--- src/rtl/bit_count_ud_n_pkg.sv ---
// Shared constants for the bit_count_ud_n up/down counter.
//   DIR_UP / DIR_DN : encodings of the direction input x
//   MODE_WRAP / MODE_SAT : values of the SAT parameter
package bit_count_ud_n_pkg;

    localparam logic DIR_UP    = 1'b0;
    localparam logic DIR_DN    = 1'b1;
    localparam int   MODE_WRAP = 0;
    localparam int   MODE_SAT  = 1;

endpackage

--- src/rtl/bit_count_ud_n_dff_n.sv ---
// dff_n: WIDTH-bit D register with synchronous active-high reset to RST_VAL.
// Ports:
//   i_clk   : clock, rising edge
//   i_reset : synchronous reset, active high
//   i_d     : next value
//   o_q     : registered value
module dff_n #(
    parameter int               WIDTH   = 4,
    parameter logic [WIDTH-1:0] RST_VAL = '0
) (
    input  logic             i_clk,
    input  logic             i_reset,
    input  logic [WIDTH-1:0] i_d,
    output logic [WIDTH-1:0] o_q
);

    logic [WIDTH-1:0] r_q;

    always_ff @(posedge i_clk) begin
        if (i_reset) begin
            r_q <= RST_VAL;
        end else begin
            r_q <= i_d;
        end
    end

    assign o_q = r_q;

endmodule

--- src/rtl/bit_count_ud_n.sv ---
// bit_count_ud_n: parametrised WIDTH-bit synchronous up/down counter with
// count enable, parallel load, wrap or saturate boundary behaviour, a
// combinational lookahead flag and a registered wrap/limit pulse.
// Ports:
//   clk     : clock, rising edge
//   reset   : synchronous reset, active high (q<=RST_VAL, wrap<=0, ovf<=0)
//   en      : count enable
//   x       : direction, 0 = up, 1 = down
//   load    : parallel load request (beats en)
//   d       : load value
//   q       : counter state
//   l       : next counting step reaches the boundary (combinational)
//   wrap    : one-cycle pulse, boundary crossed (SAT=0) or blocked (SAT=1)
//   clr_ovf : clears ovf              (only with OVF_STICKY_EN)
//   ovf     : sticky wrap indicator   (only with OVF_STICKY_EN)
// Configuration macro: OVF_STICKY_EN adds clr_ovf/ovf and the sticky register.
module bit_count_ud_n
    import bit_count_ud_n_pkg::*;
#(
    parameter int               WIDTH   = 4,
    parameter logic [WIDTH-1:0] RST_VAL = '0,
    parameter int               SAT     = MODE_WRAP
) (
    input  logic             clk,
    input  logic             reset,
    input  logic             en,
    input  logic             x,
    input  logic             load,
    input  logic [WIDTH-1:0] d,
    output logic [WIDTH-1:0] q,
    output logic             l,
`ifdef OVF_STICKY_EN
    input  logic             clr_ovf,
    output logic             ovf,
`endif
    output logic             wrap
);

    localparam logic [WIDTH-1:0] W_MAX    = {WIDTH{1'b1}};
    localparam logic [WIDTH-1:0] W_MAX_M1 = {{(WIDTH-1){1'b1}}, 1'b0};
    localparam logic [WIDTH-1:0] W_ONE    = {{(WIDTH-1){1'b0}}, 1'b1};
    localparam logic [WIDTH-1:0] W_ZERO   = '0;

    logic [WIDTH-1:0] w_q;
    logic [WIDTH-1:0] w_q_next;
    logic             w_wrap_next;
    logic             r_wrap;

    dff_n #(
        .WIDTH   (WIDTH),
        .RST_VAL (RST_VAL)
    ) u_q_reg (
        .i_clk   (clk),
        .i_reset (reset),
        .i_d     (w_q_next),
        .o_q     (w_q)
    );

    // Next state: load beats counting; reset is applied inside the register.
    always_comb begin
        w_q_next    = w_q;
        w_wrap_next = 1'b0;
        if (load) begin
            w_q_next = d;
        end else if (en) begin
            if (x == DIR_UP) begin
                if (w_q == W_MAX) begin
                    w_wrap_next = 1'b1;
                    w_q_next    = (SAT == MODE_SAT) ? w_q : W_ZERO;
                end else begin
                    w_q_next = w_q + W_ONE;
                end
            end else begin
                if (w_q == W_ZERO) begin
                    w_wrap_next = 1'b1;
                    w_q_next    = (SAT == MODE_SAT) ? w_q : W_MAX;
                end else begin
                    w_q_next = w_q - W_ONE;
                end
            end
        end
    end

    always_ff @(posedge clk) begin
        if (reset) begin
            r_wrap <= 1'b0;
        end else begin
            r_wrap <= w_wrap_next;
        end
    end

`ifdef OVF_STICKY_EN
    logic r_ovf;

    // A wrap event in the same cycle as clr_ovf keeps ovf set.
    always_ff @(posedge clk) begin
        if (reset) begin
            r_ovf <= 1'b0;
        end else if (w_wrap_next) begin
            r_ovf <= 1'b1;
        end else if (clr_ovf) begin
            r_ovf <= 1'b0;
        end
    end

    assign ovf = r_ovf;
`endif

    // Lookahead: one counting step away from the boundary in the current direction.
    assign l = en & ~load & (((x == DIR_UP) & (w_q == W_MAX_M1)) |
                             ((x == DIR_DN) & (w_q == W_ONE)));

    assign q    = w_q;
    assign wrap = r_wrap;

endmodule
--- config.mk ---
export PLATFORM = sky130hd
export DESIGN_NAME = bit_count_ud_n
export DESIGN_NICKNAME = d
export VERILOG_FILES = /design/src/rtl/bit_count_ud_n_pkg.sv /design/src/rtl/bit_count_ud_n_dff_n.sv /design/src/rtl/bit_count_ud_n.sv
export SDC_FILE = /design/constraint.sdc
export NUM_CORES = 1
export LEC_CHECK = 0
export ABC_CLOCK_PERIOD_IN_PS = 3200
export CORE_AREA = 2 2 39 41
export CTS_CLUSTER_SIZE = 10
export DETAILED_ROUTE_END_ITERATION = 8
export DIE_AREA = 0 0 41 43
export DONT_BUFFER_PORTS = 1
export SYNTH_ARGS = -nofsm -noshare
export SYNTH_HDL_FRONTEND = slang
export SYNTH_SLANG_ARGS = --single-unit
--- constraint.sdc ---
create_clock -name clk -period 3.2 [get_ports clk]
set_input_delay 0.64 -clock clk [delete_from_list [all_inputs] [get_ports clk]]
set_output_delay 0.64 -clock clk [all_outputs]
set_load 0.05 [all_outputs]
### Power grid

Pins as bars on the die edge.
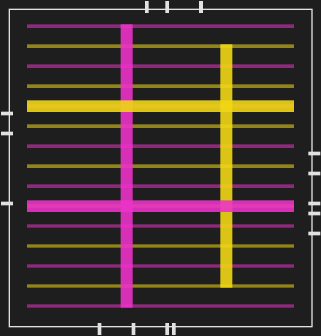
| color | net |
|---|---|
| magenta | VSS |
| yellow | VDD |
met1 rails: 15
met5 straps: 2
Die Y: 43 um
core area: 1380 um2

### Met1 routing

Bar = 10 um. Supply wires on this layer in gray.
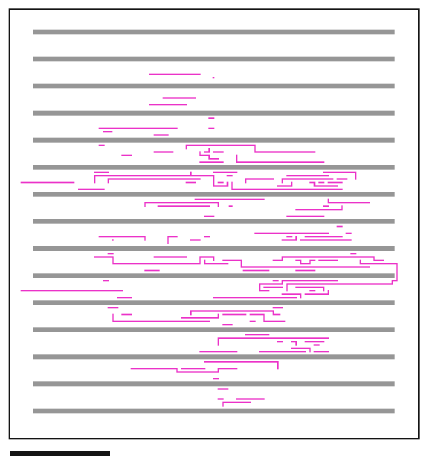
main direction: horizontal
wire length on this layer: 402 um
vias: 353
Post-Route WL: 844 um

### Logic cells by family

Bar = 10 um.
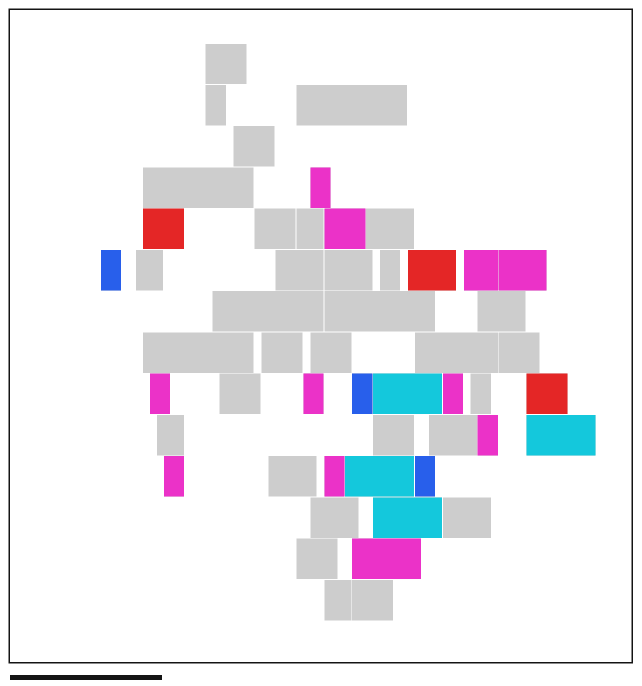
| color | family | cells |
|---|---|---|
| magenta | nor cells | 11 |
| cyan | fa/ha/maj cells | 4 |
| blue | inv cells | 3 |
| red | non-inverting ao/oa cells | 3 |
fin cells: 68
most instantiated logic cell after routing: nor2_1
fraction of area in multi-input gates: 59.0%

### Routing congestion map

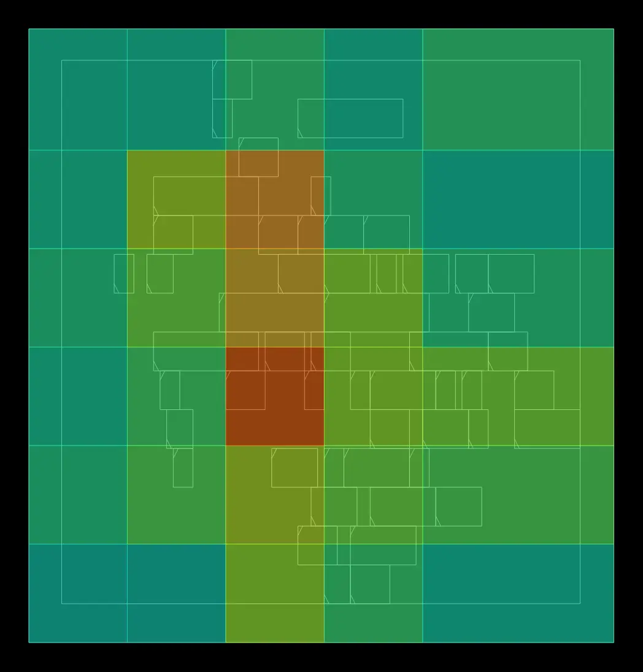
Routed wire per std cell: 12.4 um
M1 GR Usage: 14.1%

### Signal wires on met3

Bar = 10 um.
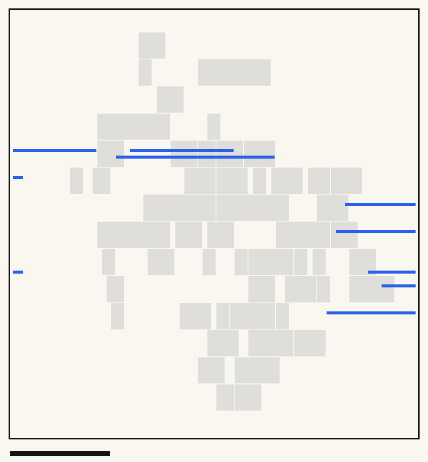
longest straight run: 15.6 um
share of all routed wire: 7.8%
met3 Usage GRT: 2.09%

==> out/qor.yml <==
layout:
  inverters_excl_clock: 3
  flops: 5
  nClkBuffers: 4
  comb_cells: 36
  largestClassByArea: "logic gates"
  syn_to_final_growth_pct: 15.1
  mi_logic_area_um2: 270
  regArea_um2: 100
  drive_gt1_share_pct: 17.3
  fill_cells: 156
  final_nets: 66
  signal_buffers: 4
  largest_reg_flops: 4
  buf_share_pct: 6.56
  num_antenna_cells: 0
  final_util_pct: 33.1
  seq-cell-share_pct: 21.9
  final_area_um2: 458
  final-clk-cell-share_pct: 5.74
critical_path:
  cp_top_family: "flip-flops"
  slowest_delay_ns: 0.75
  cp_cell_sequence: "nand2_1, nor2_1, a32oi_1, nor3b_2, buf_4"
  worstSetupStartpointType: "register"
  crit_buf_inv: 1
  cp_max_fo: 8
  worst_path_max_delay_cell: "dfxtp_1"
  worstPathArrival_ns: 1.72
  critPathKind: "reg -> out"
  endpoint_kind: "primary output"
  cp.required_ns: 2.56
power_and_ir_drop:
  seqPwrFrac_pct: 36.8
  maxPowerGroup: "sequential cells"
  pg_comb_uw: 55.0
  p_sw_uw: 64.9
  powerDensity_nw_per_um2: 440
  power.leakage_uw: 0.000186
  seq_power_uw: 74.1
  p_int_uw: 137
  combPwrFrac_pct: 27.3
  clockPowerShare_pct: 35.9
  pg_clk_uw: 72.4
  vdd_drop_max_uv: 170
  finalPower_uw: 202
routing:
  drcViolationCount: 0
  via_per_inst: 5.19
  wl_met2_um: 377
  ant_nets: 0
  route.met3.wl_um: 65
  firstDrtPassIters: 4
  wl_met1_um: 401
  routed.top_layer: "met3"
  drt_iter0_drc: 11
synthesis:
  ys_seq_share_pct: 25.2
  yosys_cells: 46
  top_cells_by_area: "dfxtp_1 (25%), ha_1 (13%), nor2_1 (6.6%)"
  synthCells: 46
  netlist_area_um2: 398
  compound_area_share_pct: 25.5
  yosys_area_um2: 398
  synth-warning-count: 0
  synthTopLogicFamily: "AND-OR/OR-AND gates"
  synth.top_cell.area_share_pct: 25.2
  synth-simple-area-share_pct: 19.5
  mux_share_pct: 3.77
  syn_area_per_cell_um2: 8.65
  yosysUniqueCellTypes: 23
  ys_seq_elements: 5
  largest_area_cell: "dfxtp_1"
  adder_share_pct: 12.6
  synth_xor_xnor_area_share_pct: 6.60
  floorplan.nets: 59
clock_network:
  cts_buffers: 3
  cts_tree: "built"
  postCtsSetupBuffers: 0
  cts-resized-gates: 0
  h-tree-depth: 1
  clockRootBuffer: "clkbuf_4"
  clk_pin_slew_worst_paths_ns: 0.04
  hold_buffers: 0
  cts_sinks: 5
  worstSkewPairLatency_ns: 0.24
  cts_buffer_depth: 2
global_route:
  met2_usage_pct: 14.7
  grt_pass1_vias: 331
  grt-ovfl-total: 0
  grt.total_usage_pct: 10.7
  grt_max_degree: 11
  grt_pass1_wl_um: 1280
  antenna_found_initial: 0
placement:
  port_buffers: 0
  dp_hpwl_um: 648
  pre_cts_slack_ns: 1.11
  place_inst: 64
  gp_congestion: 0.647
  placed_cell_area_um2: 432
timing:
  finalMaxSlewViolations: 0
  fmax_ghz: 0.424
  setup_slack_ns: 0.844
  hold_slack_ns: 0.466
  tightest_slew_ns: 0.682
  slew_headroom_pct: 54.5
  setup_viol: 0
  setup-tns-final_ns: 0
  period_needed_ns: 2.36
  rsz0062_at_grt: "false"
  period_used_pct: 73.6
  skew_ns: 0.000844
  hold_viol: 0
job:
  openroad.warnings: 29
  cap_viol_max_count: 0
floorplan:
  row_count: 14
  die_x_um: 41
  taps: 16
  ios: 15
  initial_utilization_pct: 28.8
  dieArea_um2: 1760
outcome:
  run_status: "finished clean"
hold_path:
  worstHoldPathType: "in -> reg"
[path summary, 6_finish.rpt]
kind / from / endpoint / slack, ns / cells past startpoint
max: u_q_reg.o_q[3] / l / 0.84 / 5
max reg2reg: u_q_reg.o_q[0] / u_q_reg.o_q[2] / 1.63 / 7
min: reset / u_q_reg.o_q[0] / 0.47 / 1
min reg2reg: u_q_reg.o_q[2] / u_q_reg.o_q[2] / 0.82 / 3
[synthesized netlist by cell type]
cell type and count:
mux2_4 1, nor4b_1 1, buf_6 1, or3b_1 1, dfxtp_1 5, a311oi_1 1, a21boi_0 1, nor3b_1 1
a211oi_1 2, nor2_1 7, o21a_1 1, a32oi_1 2, a21o_1 1, nor3b_2 1, a21oi_1 4, inv_1 3
xnor2_1 3, o31a_1 1, o32ai_1 1, buf_2 1, ha_1 4, nand2_1 2, nor2b_1 1
